### src/rtl/ram2_write_arbiter.sv
// Write-port owner for the 2R1W register-file RAM.
// Sweeps the array to INIT_VALUE, then arbitrates client writes round-robin.
module ram2_write_arbiter #(
  parameter int Width        = 8,
  parameter int AddressWidth = 4,
  parameter int Requesters   = 4,
  parameter int IdWidth      = 2,
  parameter logic [Width-1:0] INIT_VALUE = {Width{1'b0}}
) (
  input  logic                               clk,
  input  logic                               rst,
  input  logic                               clear,
  input  logic [Requesters-1:0]              req_valid,
  input  logic [Requesters*AddressWidth-1:0] req_addr,
  input  logic [Requesters*Width-1:0]        req_data,
  output logic [Requesters-1:0]              req_ready,
  output logic                               we,
  output logic [AddressWidth-1:0]            waddr,
  output logic [Width-1:0]                   D,
  output logic [IdWidth-1:0]                 gnt_id,
  output logic                               init_done
);

  typedef enum logic {
    INIT = 1'b0,
    RUN  = 1'b1
  } state_e;

  state_e                  state_q, state_d;
  logic [AddressWidth-1:0] cnt_q, cnt_d;
  logic [IdWidth-1:0]      ptr_q, ptr_d;
  logic                    we_q, we_d;
  logic [AddressWidth-1:0] waddr_q, waddr_d;
  logic [Width-1:0]        d_q, d_d;
  logic [IdWidth-1:0]      gid_q, gid_d;
  logic                    done_q, done_d;

  logic [AddressWidth-1:0] addr_a [Requesters];
  logic [Width-1:0]        data_a [Requesters];

  for (genvar g = 0; g < Requesters; g++) begin : g_unpack
    assign addr_a[g] = req_addr[g*AddressWidth +: AddressWidth];
    assign data_a[g] = req_data[g*Width +: Width];
  end

  function automatic logic [IdWidth-1:0] rot(
    input logic [IdWidth-1:0] p,
    input int                 o
  );
    int s;
    s = int'(p) + o;
    if (s >= Requesters) s = s - Requesters;
    return IdWidth'(s);
  endfunction

  logic                  active;
  logic                  hit;
  logic [IdWidth-1:0]    sel;
  logic [Requesters-1:0] gnt;

  assign active = (state_q == RUN) && !clear;

  // Rotating-priority pick: first valid client at or after ptr.
  always_comb begin
    hit = 1'b0;
    sel = '0;
    gnt = '0;
    for (int o = 0; o < Requesters; o++) begin
      if (!hit && req_valid[rot(ptr_q, o)]) begin
        hit = 1'b1;
        sel = rot(ptr_q, o);
      end
    end
    if (active && hit) gnt[sel] = 1'b1;
  end

  assign req_ready = gnt;

  // Next-state and next-output logic for sweep and arbitration.
  always_comb begin
    state_d = state_q;
    cnt_d   = cnt_q;
    ptr_d   = ptr_q;
    we_d    = 1'b0;
    waddr_d = waddr_q;
    d_d     = d_q;
    gid_d   = gid_q;
    done_d  = done_q;
    unique case (state_q)
      INIT: begin
        gid_d = '0;
        if (clear) begin
          cnt_d = '0;
        end else begin
          we_d    = 1'b1;
          waddr_d = cnt_q;
          d_d     = INIT_VALUE;
          cnt_d   = cnt_q + 1'b1;
          if (&cnt_q) begin
            state_d = RUN;
            done_d  = 1'b1;
          end
        end
      end
      RUN: begin
        if (clear) begin
          state_d = INIT;
          cnt_d   = '0;
          done_d  = 1'b0;
          gid_d   = '0;
        end else if (hit) begin
          we_d    = 1'b1;
          waddr_d = addr_a[sel];
          d_d     = data_a[sel];
          gid_d   = sel;
          if (sel == IdWidth'(Requesters - 1))
            ptr_d = '0;
          else
            ptr_d = sel + 1'b1;
        end
      end
      default: state_d = INIT;
    endcase
  end

  // State and registered RAM-side outputs.
  always_ff @(posedge clk or negedge rst) begin
    if (!rst) begin
      state_q <= INIT;
      cnt_q   <= '0;
      ptr_q   <= '0;
      we_q    <= 1'b0;
      waddr_q <= '0;
      d_q     <= '0;
      gid_q   <= '0;
      done_q  <= 1'b0;
    end else begin
      state_q <= state_d;
      cnt_q   <= cnt_d;
      ptr_q   <= ptr_d;
      we_q    <= we_d;
      waddr_q <= waddr_d;
      d_q     <= d_d;
      gid_q   <= gid_d;
      done_q  <= done_d;
    end
  end

  assign we        = we_q;
  assign waddr     = waddr_q;
  assign D         = d_q;
  assign gnt_id    = gid_q;
  assign init_done = done_q;

endmodule

### config.mk
export PLATFORM = sky130hd
export DESIGN_NAME = ram2_write_arbiter
export DESIGN_NICKNAME = d
export VERILOG_FILES = /design/src/rtl/ram2_write_arbiter.sv
export SDC_FILE = /design/constraint.sdc
export NUM_CORES = 1
export LEC_CHECK = 0
export CORE_AREA = 2 2 64 66
export DETAILED_ROUTE_END_ITERATION = 6
export DIE_AREA = 0 0 66 68
export GPL_TIMING_DRIVEN = 0
export PLACE_DENSITY = 0.79
export SYNTH_ARGS = -nofsm -noshare
export SYNTH_HDL_FRONTEND = slang
export SYNTH_SLANG_ARGS = --single-unit
### constraint.sdc
create_clock -name clk -period 3.6 [get_ports clk]
set_clock_uncertainty 0.15 [all_clocks]
set_input_delay 1.08 -clock clk [delete_from_list [all_inputs] [get_ports clk]]
set_output_delay 1.08 -clock clk [all_outputs]
set_load 0.03 [all_outputs]
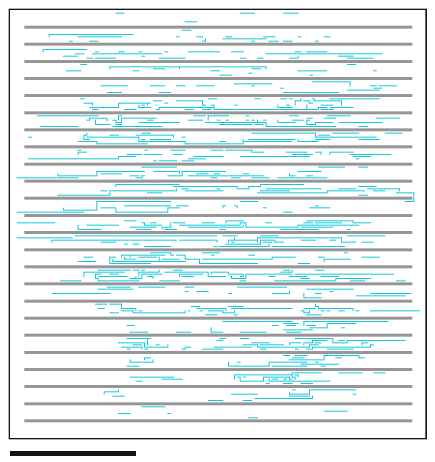
Fig. 1. The metal 1 layer.
Scale bar: 20 um. Supply wires on this layer in gray.
The layer carries 1790 um of wire. The wires run mostly horizontal. The layer holds 43% of the routed length.

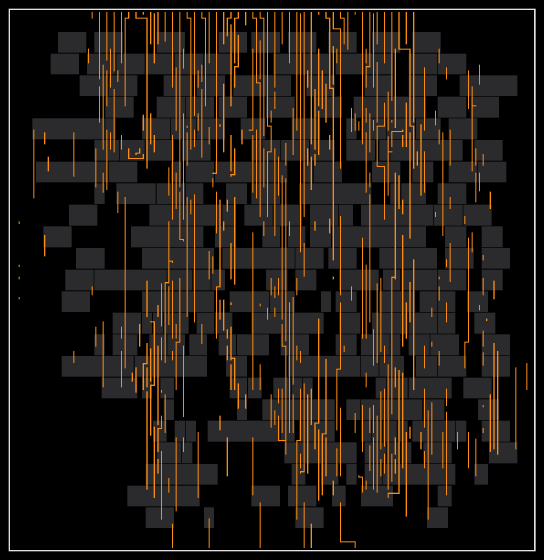
Fig. 2. Signal wires on met2.
The wires run mostly vertical. The longest straight run is 29.9 um. The layer holds 50% of the routed length.

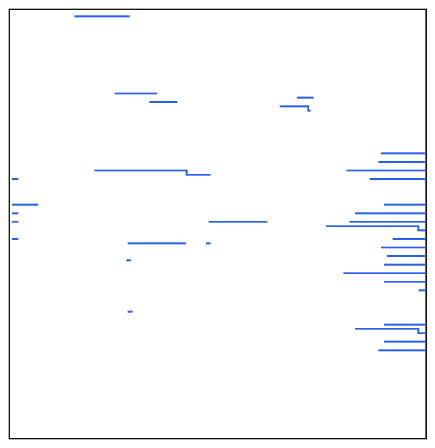
Fig. 3. M3 wires.
The wires run mostly horizontal. 30 nets have wire on it.

==> impl_metrics.env <==
# physical design summary
export IMPL_status="completed"
export IMPL_aggregate_global_routing_overflow=0
export IMPL_xor_area_share_pct=1.79
export IMPL_reg2reg_to="waddr[2]$_DFFE_PN0P_"
export IMPL_crit_reg2reg_launch="state_q$_DFF_PN0_"
export IMPL_fin_crit_period_ns=3.56
export IMPL_htree_levels=1
export IMPL_num_nonclk_buffers=86
export IMPL_dpl_instance_area_um2=2260
export IMPL_wire_per_inst_um=14.9
export IMPL_worstSetupEndpointType="output pin"
export IMPL_hold_path_endpoint="D[5]$_DFFE_PN0P_"
export IMPL_first_global_vias=1324
export IMPL_min_from="D[5]$_DFFE_PN0P_"
export IMPL_drive_above_1_share_pct=14.1
export IMPL_sh_seq_area_pct=24.4
export IMPL_vias=1426
export IMPL_globalplace_congestion=0.778
export IMPL_drcViolationCount=0
export IMPL_nonClkBufAreaFrac_pct=35.9
export IMPL_synth_sequential_area_ratio_pct=39.2
export IMPL_most_utilized_layer_in_the_global_route_result="met2"
export IMPL_nets_finish=288
export IMPL_cts_resized=37
export IMPL_timing_critical_path_arrival_ns=2.33
export IMPL_grt_first_pass_wirelength_um=6050
export IMPL_top_cells_by_count="23 x sky130_fd_sc_hd__dfrtp_1, 21 x sky130_fd_sc_hd__mux2i_1, 16 x sky130_fd_sc_hd__nand2_1, 10 x sky130_fd_sc_hd__nor2_1, 8 x sky130_fd_sc_hd__o221ai_1"
export IMPL_detailed_place_hpwl_um=3160
export IMPL_critPathCapture="req_ready[0]"
export IMPL_cp_required_ns=2.37
export IMPL_post_layout_nonfiller_instances=277
export IMPL_post_synth_cell_area_avg_um2=10.1
export IMPL_grt_antenna_before_repair=0
export IMPL_die_x_um=66
export IMPL_layout_top_cells_excl_fill_tap="65 x sky130_fd_sc_hd__clkdlybuf4s50_1, 23 x sky130_fd_sc_hd__dfrtp_1, 21 x sky130_fd_sc_hd__mux2i_1, 16 x sky130_fd_sc_hd__nand2_1"
export IMPL_setup_reg_to_reg_worst_slack_ns=1.38
export IMPL_yosysWarnings=0
export IMPL_layout_cells_most_common="sky130_fd_sc_hd__clkdlybuf4s50_1"
export IMPL_aoi_share_pct=16.3
export IMPL_grt_start_max_net_pins=24
export IMPL_warning_count=29
export IMPL_unrepaired_setup_endpoints_after_global_routing="false"
export IMPL_topRoutingLayerUsed="met4"
export IMPL_synthCells=146
export IMPL_placeableCoreArea_um2=3860
export IMPL_reg2reg_depth=7
export IMPL_met3_usage_pct=4.93
export IMPL_maxSlewViolCount=0
export IMPL_clkSinkCount=23
export IMPL_crit_fanout=5
export IMPL_cap_violations=0
export IMPL_worst_slew_pin_transition_ns=1.05
export IMPL_synth_top_cell_by_area="sky130_fd_sc_hd__dfrtp_1"
export IMPL_worst_hold_path_num_cells=2
export IMPL_comb_area_share_pct=34.0
export IMPL_timing_critical_path_from_type="primary input"
export IMPL_first_iter_violations=53
export IMPL_simple_share_pct=16.9
export IMPL_post_synth_top_count_cell="sky130_fd_sc_hd__dfrtp_1"
export IMPL_worst_skew_pair_late_latency_ns=0.27
export IMPL_antenna_cells=0
export IMPL_power_per_cell_area_nw_per_um2=278
export IMPL_drt_pass1_iterations=4
export IMPL_maxClockFrequency_mhz=281
export IMPL_pre_cts_ws_ns=-1.03
export IMPL_period_used_pct=98.9
export IMPL_core_util_floorplan_pct=38.1
export IMPL_cts_tree="yes"
export IMPL_std_cell_rows=23
export IMPL_detail_route_vias_per_cell=5.15
export IMPL_top_level_ports=75
export IMPL_place_port_buffers=73
export IMPL_multiInputGateArea_um2=803
export IMPL_ys_sh_adder_pct=4.26
export IMPL_mux_share_pct=14.3
export IMPL_area_sequential_um2=576
export IMPL_yosysChipArea_um2=1470
export IMPL_synthDistinctLibCells=39
export IMPL_top_logic_kind="simple AND/OR/NAND/NOR gates"
export IMPL_detail_route_wirelength_um=4140
export IMPL_cts_buffers_inserted=3
export IMPL_setup_violations_final=0
export IMPL_yosys_top_cells_area="sky130_fd_sc_hd__dfrtp_1 39%, sky130_fd_sc_hd__mux2i_1 14%, sky130_fd_sc_hd__o221ai_1 4.8%, sky130_fd_sc_hd__ha_1 4.3%, sky130_fd_sc_hd__nand2_1 4.1%"
export IMPL_final_area_um2=2360
export IMPL_final_antenna_net_count=0
export IMPL_crit_type="in -> out"
export IMPL_clk_transition_reported_paths_ns=0.09
export IMPL_postSynthRegisterBits=23
export IMPL_multi_input_comb_cells=109
export IMPL_final_critical_path_setup_slack_ns=0.0390
export IMPL_synth_edff_count=0
export IMPL_post_cts_setup_buffer_count=4
export IMPL_numPlacedInstances=269
export IMPL_wl_met1_um=1790
export IMPL_maxSlewHeadroom_pct=30.0
export IMPL_ys_cells=146
export IMPL_layout_clock_cell_area_share_pct=2.07
export IMPL_n_all_inverters=5
export IMPL_min_delay_path_class="reg -> reg"
export IMPL_netlist_area_um2=1470
export IMPL_netlist_area_leader_share_pct=39.2
export IMPL_cts_root_buf="sky130_fd_sc_hd__clkbuf_8"
export IMPL_gr_usage_all_layers_pct=17.8
export IMPL_largest_register_ffs=8
export IMPL_wl_met2_um=2070
export IMPL_sequential_cell_total=23
export IMPL_area_growth_syn_to_fin_pct=60.7
export IMPL_chipHeight_um=68
export IMPL_n_tap_cell=50
export IMPL_detailroute_wirelength_met3_um=224
export IMPL_cts_hold_buf=0
export IMPL_clock_path_buffers=2
export IMPL_maximum_ir_drop_on_the_vdd_rail_mv=0.250
export IMPL_total_leakage_power_uw=0.00105
export IMPL_clock_buffer_count=3
==> worst max-delay path: stages <==
cell,delay (ns)
sky130_fd_sc_hd__clkbuf_4,0.15
sky130_fd_sc_hd__and2b_1,0.21
sky130_fd_sc_hd__nand3_1,0.10
sky130_fd_sc_hd__and4_4,0.28
sky130_fd_sc_hd__inv_4,0.06
sky130_fd_sc_hd__ha_1,0.16
sky130_fd_sc_hd__and2_1,0.13
sky130_fd_sc_hd__buf_4,0.16
==> per-stage QoR <==
stage,power [uW],utilization [%]
finish,656,61.2
detailed placement,476,58.7
floorplan,381,-
global placement,473,58.7
CTS,660,61.0
global route,689,61.2
==> power by group <==
part           switching [uW]  total [uW]  internal [uW]
logic                    86.2         212            126
registers                9.45         277            268
clock network            88.8         167           78.5
Power and IR drop assume default switching activity.
